Fig. 1: placement by cell class
Bar = 20 um. Fill, decap, tap and diode cells in grey.
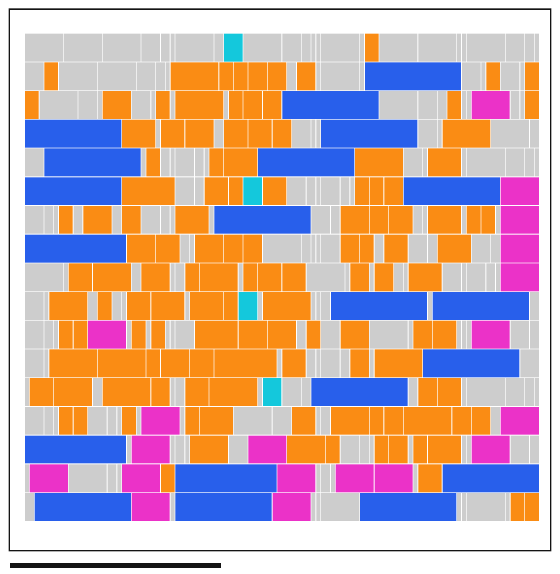
Fig. 2: routed metal, one colour a layer
Bar = 20 um. Only two layers are drawn.
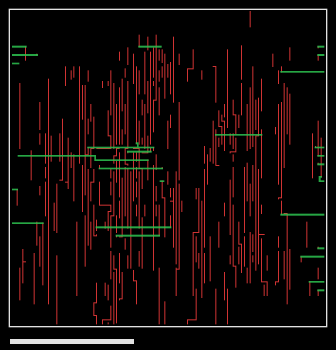
Fig. 3: register map, names as in the netlist
Bar = 20 um. Other sequential cells in the stronger grey, the rest of the logic in the fainter grey.
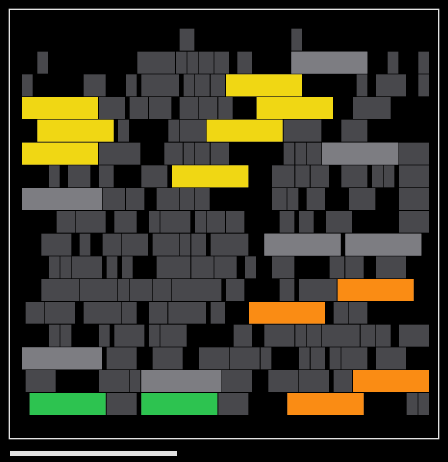
Fig. 4: local utilization
The die is cut into 10 by 10 equal tiles; black is low, pale yellow is high, 0 to 100% covered.
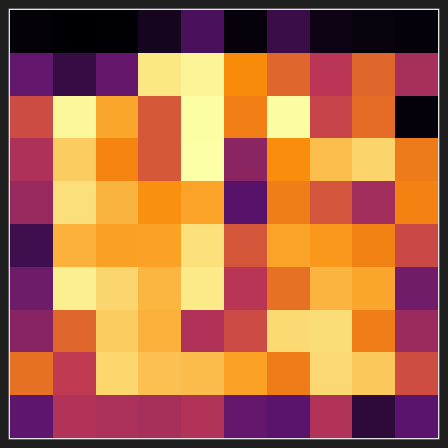
$ cat config.mk
export PLATFORM = sky130hd
export DESIGN_NAME = pong_game_ctrl
export DESIGN_NICKNAME = d
export VERILOG_FILES = /design/src/rtl/pong_pkg.sv /design/src/rtl/bcd_counter2.sv /design/src/rtl/pong_game_ctrl.sv
export SDC_FILE = /design/constraint.sdc
export NUM_CORES = 1
export LEC_CHECK = 0
export CAP_MARGIN = 20
export CORE_MARGIN = 1
export CORE_UTILIZATION = 57
export CTS_BUF_LIST = sky130_fd_sc_hd__clkbuf_2
export DETAILED_ROUTE_END_ITERATION = 10
export GPL_ROUTABILITY_DRIVEN = 0
export PLACE_DENSITY_LB_ADDON = 0.25
export SLEW_MARGIN = 40
export SYNTH_ARGS = -nofsm -noshare
export SYNTH_HDL_FRONTEND = slang
export SYNTH_SLANG_ARGS = --single-unit
export TNS_END_PERCENT = 5
$ cat constraint.sdc
create_clock -name clk -period 3.1 [get_ports clk]
set_input_delay 0.775 -clock clk [delete_from_list [all_inputs] [get_ports clk]]
set_output_delay 0.775 -clock clk [all_outputs]
set_load 0.05 [all_outputs]
$ cat src/rtl/pong_pkg.sv
// Shared encodings and widths for the Pong game controller.
package pong_pkg;

   localparam int unsigned BCD_W   = 8;
   localparam int unsigned TIMER_W = 7;

   typedef enum logic [1:0] {
      ST_NEWGAME = 2'b00,
      ST_PLAY    = 2'b01,
      ST_NEWBALL = 2'b10,
      ST_OVER    = 2'b11
   } state_t;

endpackage

$ cat src/rtl/bcd_counter2.sv
// Two-digit BCD counter (00..99, wraps); clr has priority over inc.
module bcd_counter2
   import pong_pkg::*;
(
   input  logic             clk,
   input  logic             reset,
   input  logic             clr,
   input  logic             inc,
   output logic [BCD_W-1:0] count
);

   logic [3:0] ones_q;
   logic [3:0] tens_q;

   always_ff @(posedge clk or posedge reset) begin
      if (reset) begin
         ones_q <= 4'd0;
         tens_q <= 4'd0;
      end else if (clr) begin
         ones_q <= 4'd0;
         tens_q <= 4'd0;
      end else if (inc) begin
         if (ones_q == 4'd9) begin
            ones_q <= 4'd0;
            tens_q <= (tens_q == 4'd9) ? 4'd0 : tens_q + 4'd1;
         end else begin
            ones_q <= ones_q + 4'd1;
         end
      end
   end

   assign count = {tens_q, ones_q};

endmodule

$ cat src/rtl/pong_game_ctrl.sv
// Pong game sequencer: play/freeze FSM, ball reserve, pause timer and BCD score.
// Optional high-score register enabled by PONG_CTRL_HISCORE_EN.
module pong_game_ctrl
   import pong_pkg::*;
#(
   parameter int unsigned BALLS_INIT   = 3,
   parameter int unsigned TIMER_FRAMES = 120
)(
   input  logic             clk,
   input  logic             reset,
   input  logic             frame_tick,
   input  logic [1:0]       button,
   input  logic             hit,
   input  logic             miss,
   output logic             gra_still,
   output logic [1:0]       game_state,
   output logic [1:0]       balls_left,
   output logic [BCD_W-1:0] score_bcd,
   output logic [BCD_W-1:0] hiscore_bcd
);

   state_t               state_q, state_d;
   logic [TIMER_W-1:0]   timer_q, timer_d;
   logic [1:0]           balls_q, balls_d;
   logic                 score_clr;
   logic                 score_inc;

   // Next-state, timer, reserve and score control
   always_comb begin
      state_d   = state_q;
      timer_d   = timer_q;
      balls_d   = balls_q;
      score_clr = 1'b0;
      score_inc = 1'b0;
      case (state_q)
         ST_NEWGAME: begin
            score_clr = 1'b1;
            if (button != 2'b00) begin
               state_d = ST_PLAY;
               balls_d = balls_q - 2'd1;
            end
         end
         ST_PLAY: begin
            if (miss) begin
               timer_d = TIMER_W'(TIMER_FRAMES);
               state_d = (balls_q != 2'd0) ? ST_NEWBALL : ST_OVER;
            end else if (hit) begin
               score_inc = 1'b1;
            end
         end
         ST_NEWBALL: begin
            if (timer_q == '0) begin
               if (button != 2'b00) begin
                  state_d = ST_PLAY;
                  if (balls_q != 2'd0) begin
                     balls_d = balls_q - 2'd1;
                  end
               end
            end else if (frame_tick) begin
               timer_d = timer_q - TIMER_W'(1);
            end
         end
         ST_OVER: begin
            if (timer_q == '0) begin
               state_d   = ST_NEWGAME;
               score_clr = 1'b1;
               balls_d   = 2'(BALLS_INIT);
            end else if (frame_tick) begin
               timer_d = timer_q - TIMER_W'(1);
            end
         end
         default: begin
            state_d = ST_NEWGAME;
         end
      endcase
   end

   always_ff @(posedge clk or posedge reset) begin
      if (reset) begin
         state_q   <= ST_NEWGAME;
         timer_q   <= '0;
         balls_q   <= 2'(BALLS_INIT);
         gra_still <= 1'b1;
      end else begin
         state_q   <= state_d;
         timer_q   <= timer_d;
         balls_q   <= balls_d;
         gra_still <= (state_d != ST_PLAY);
      end
   end

   assign game_state = state_q;
   assign balls_left = balls_q;

   bcd_counter2 u_score (
      .clk   (clk),
      .reset (reset),
      .clr   (score_clr),
      .inc   (score_inc),
      .count (score_bcd)
   );

`ifdef PONG_CTRL_HISCORE_EN
   logic [BCD_W-1:0] hiscore_q;
   logic             enter_over;

   assign enter_over = (state_q == ST_PLAY) && (state_d == ST_OVER);

   // BCD digits compare correctly as a plain unsigned byte
   always_ff @(posedge clk or posedge reset) begin
      if (reset) begin
         hiscore_q <= '0;
      end else if (enter_over && (score_bcd > hiscore_q)) begin
         hiscore_q <= score_bcd;
      end
   end

   assign hiscore_bcd = hiscore_q;
`else
   assign hiscore_bcd = '0;
`endif

endmodule

==> impl_metrics.csv <==
group,metric,value,unit
synth,syn_avg_cell_area,9.12,sq um
critical_path,crit_family,"buffers and inverters",
final_timing,tightest_slew,0.590,ns
global_route,grt_busiest_layer,"met2",
critical_path,path_buffers,1,
final_layout,drive_gt1_share,10.7,%
critical_path,worst_path_largest_cell_delay,0.87,ns
final_timing,fmaxAchievable,400,MHz
drt,drt-pass1-iter-count,4,
critical_path,endpoint_kind,"output port",
floorplanning,die_area,2620,sq um
synth,syn-instance-count,151,
clocking,htree_levels,1,
pwr,p_per_area,820,nW/um^2
pwr,leakage,0.664,nW
final_timing,post-route-period-util,80.7,%
synth,ys.flops,20,
global_route,grt_overflow,0,
global_route,grt_use_met3,2.98,%
final_layout,stdcell_count,197,
critical_path,startpoint_type,"flip-flop",
global_route,grt_util_met1,29.7,%
clocking,clock-sinks,20,
global_route,antenna_found_initial,0,
final_layout,areaGrowthSynthToFinish,13.7,%
synth,ff_type,"dfrtp_1",
critical_path,path_cells,"clkdlybuf4s50_1",
floorplanning,io_pins,28,
global_route,grt_pass1_wl,4.64,mm
drt,drt_iter0_drc,44,
placement,hpwl,1.99,mm
floorplanning,dieHeight,51.2,um
final_timing,fin_setup_tns,0,ns
critical_path,critPathArrivalTime,1.73,ns
synth,ys_area,1380,sq um
global_route,grtUsageTotal,23.6,%
status,outcome,"complete, no violations",
final_layout,final_nets,188,
synth,edf_count,0,
global_route,grt_pass1_vias,1100,
min_path,hold_class,"flip-flop to flip-flop",
Notes on Fig. 1 above:
- blue: flops (cells 20; share of their area 33%)
- orange: all other logic (cells 126; share of their area 53%)
- cyan: clock drivers and dummy loads (cells 4; share of their area 1.3%)
- magenta: other buffers and delay cells (cells 19; share of their area 12%)
row count: 17
sequential fraction of total cell area: 32.2%
Final Cell Area: 1570 sq um

Notes on Fig. 2 above:
- green: met3 (wire length 117 um)
- red: met2 (wire length 1,330 um)

Notes on Fig. 3 above:
- orange: u_score.ones_q (flops 4; where bottom right)
- green: game_state (flops 2)
- yellow: timer_q (flops 7)
- not coloured: 7
seq pwr: 0.410 mW
Final Util: 69.5%
Flop area: 504 sq um

Notes on Fig. 4 above:
- fullest tile: 100%
- mean over tiles: 59%
- nearly empty tiles: 6.0%
- tiles over 75% full: 37%

-- report_power, final --
part / total, mW / switching [mW] / leakage, nW / internal [mW]
logic: 0.761 / 0.474 / 0.400 / 0.288
clock network: 0.113 / 0.0789 / 0.0166 / 0.0342
registers: 0.410 / 0.0680 / 0.248 / 0.342
-- registers in the layout, indices dropped and copies added, names as in the netlist --
register        cells
u_score.ones_q      4
timer_q             7
game_state          2
balls_left          2
u_score.tens_q      4
gra_still           1
-- layer usage --
layer	share of wire, %	wire (um)
met1	45	1220
met2	49	1330
met3	4.3	116
met4	1.3	36
met5	0	0
-- layout make-up --
cell class                 instances  area [sq um]
inverter                          14          52.6
sequential                        20           504
clock buffer                       4          20.0
tap                               28          35.0
fill                             191           688
timing repair buffer              19           190
multi-input combinational        112           764
-- placed cells by master, fill, tap and decap left out, types with 2 or more instances in the layout --
master	count
nor2_1	12
o211ai_1	2
clkbuf_2	4
dfrtp_1	17
inv_1	13
nor3_1	4
or2_2	3
o2111ai_1	2
or3_1	5
mux2i_1	4
nand3_1	3
ha_1	11
o21ai_0	9
clkdlybuf4s50_1	19
dfstp_2	3
o31ai_1	3
a21oi_1	6
nand2_1	7
conb_1	8
nor2b_1	5
a31oi_1	3
-- logic make-up (layout without fill, tap and decap cells) --
logic type	Yosys count	in the layout	synth area share (%)
simple gates	51	51	20.9
compound gates	37	37	18.9
buf+inv	26	37	9.81
flops	20	20	36.6
fa+ha+maj	11	11	9.99
mux	4	4	2.91
other cells	1	8	0.272
xor+xnor	1	1	0.636
-- final timing paths --
check | slack (ns) | from | endpoint | depth (start not counted)
min | 0.51 | balls_left[1] | balls_left[1] | 2
max in group asynchronous | 2.02 | reset | balls_left[1] | 2
min in group asynchronous | 0.74 | reset | u_score.tens_q[1] | 2
max | 0.60 | game_state[1] | game_state[1] | 1
min reg2reg | 0.51 | balls_left[1] | balls_left[1] | 2
max reg2reg | 0.83 | timer_q[0] | u_score.ones_q[0] | 6
Power is estimated from default activity; no workload was simulated.
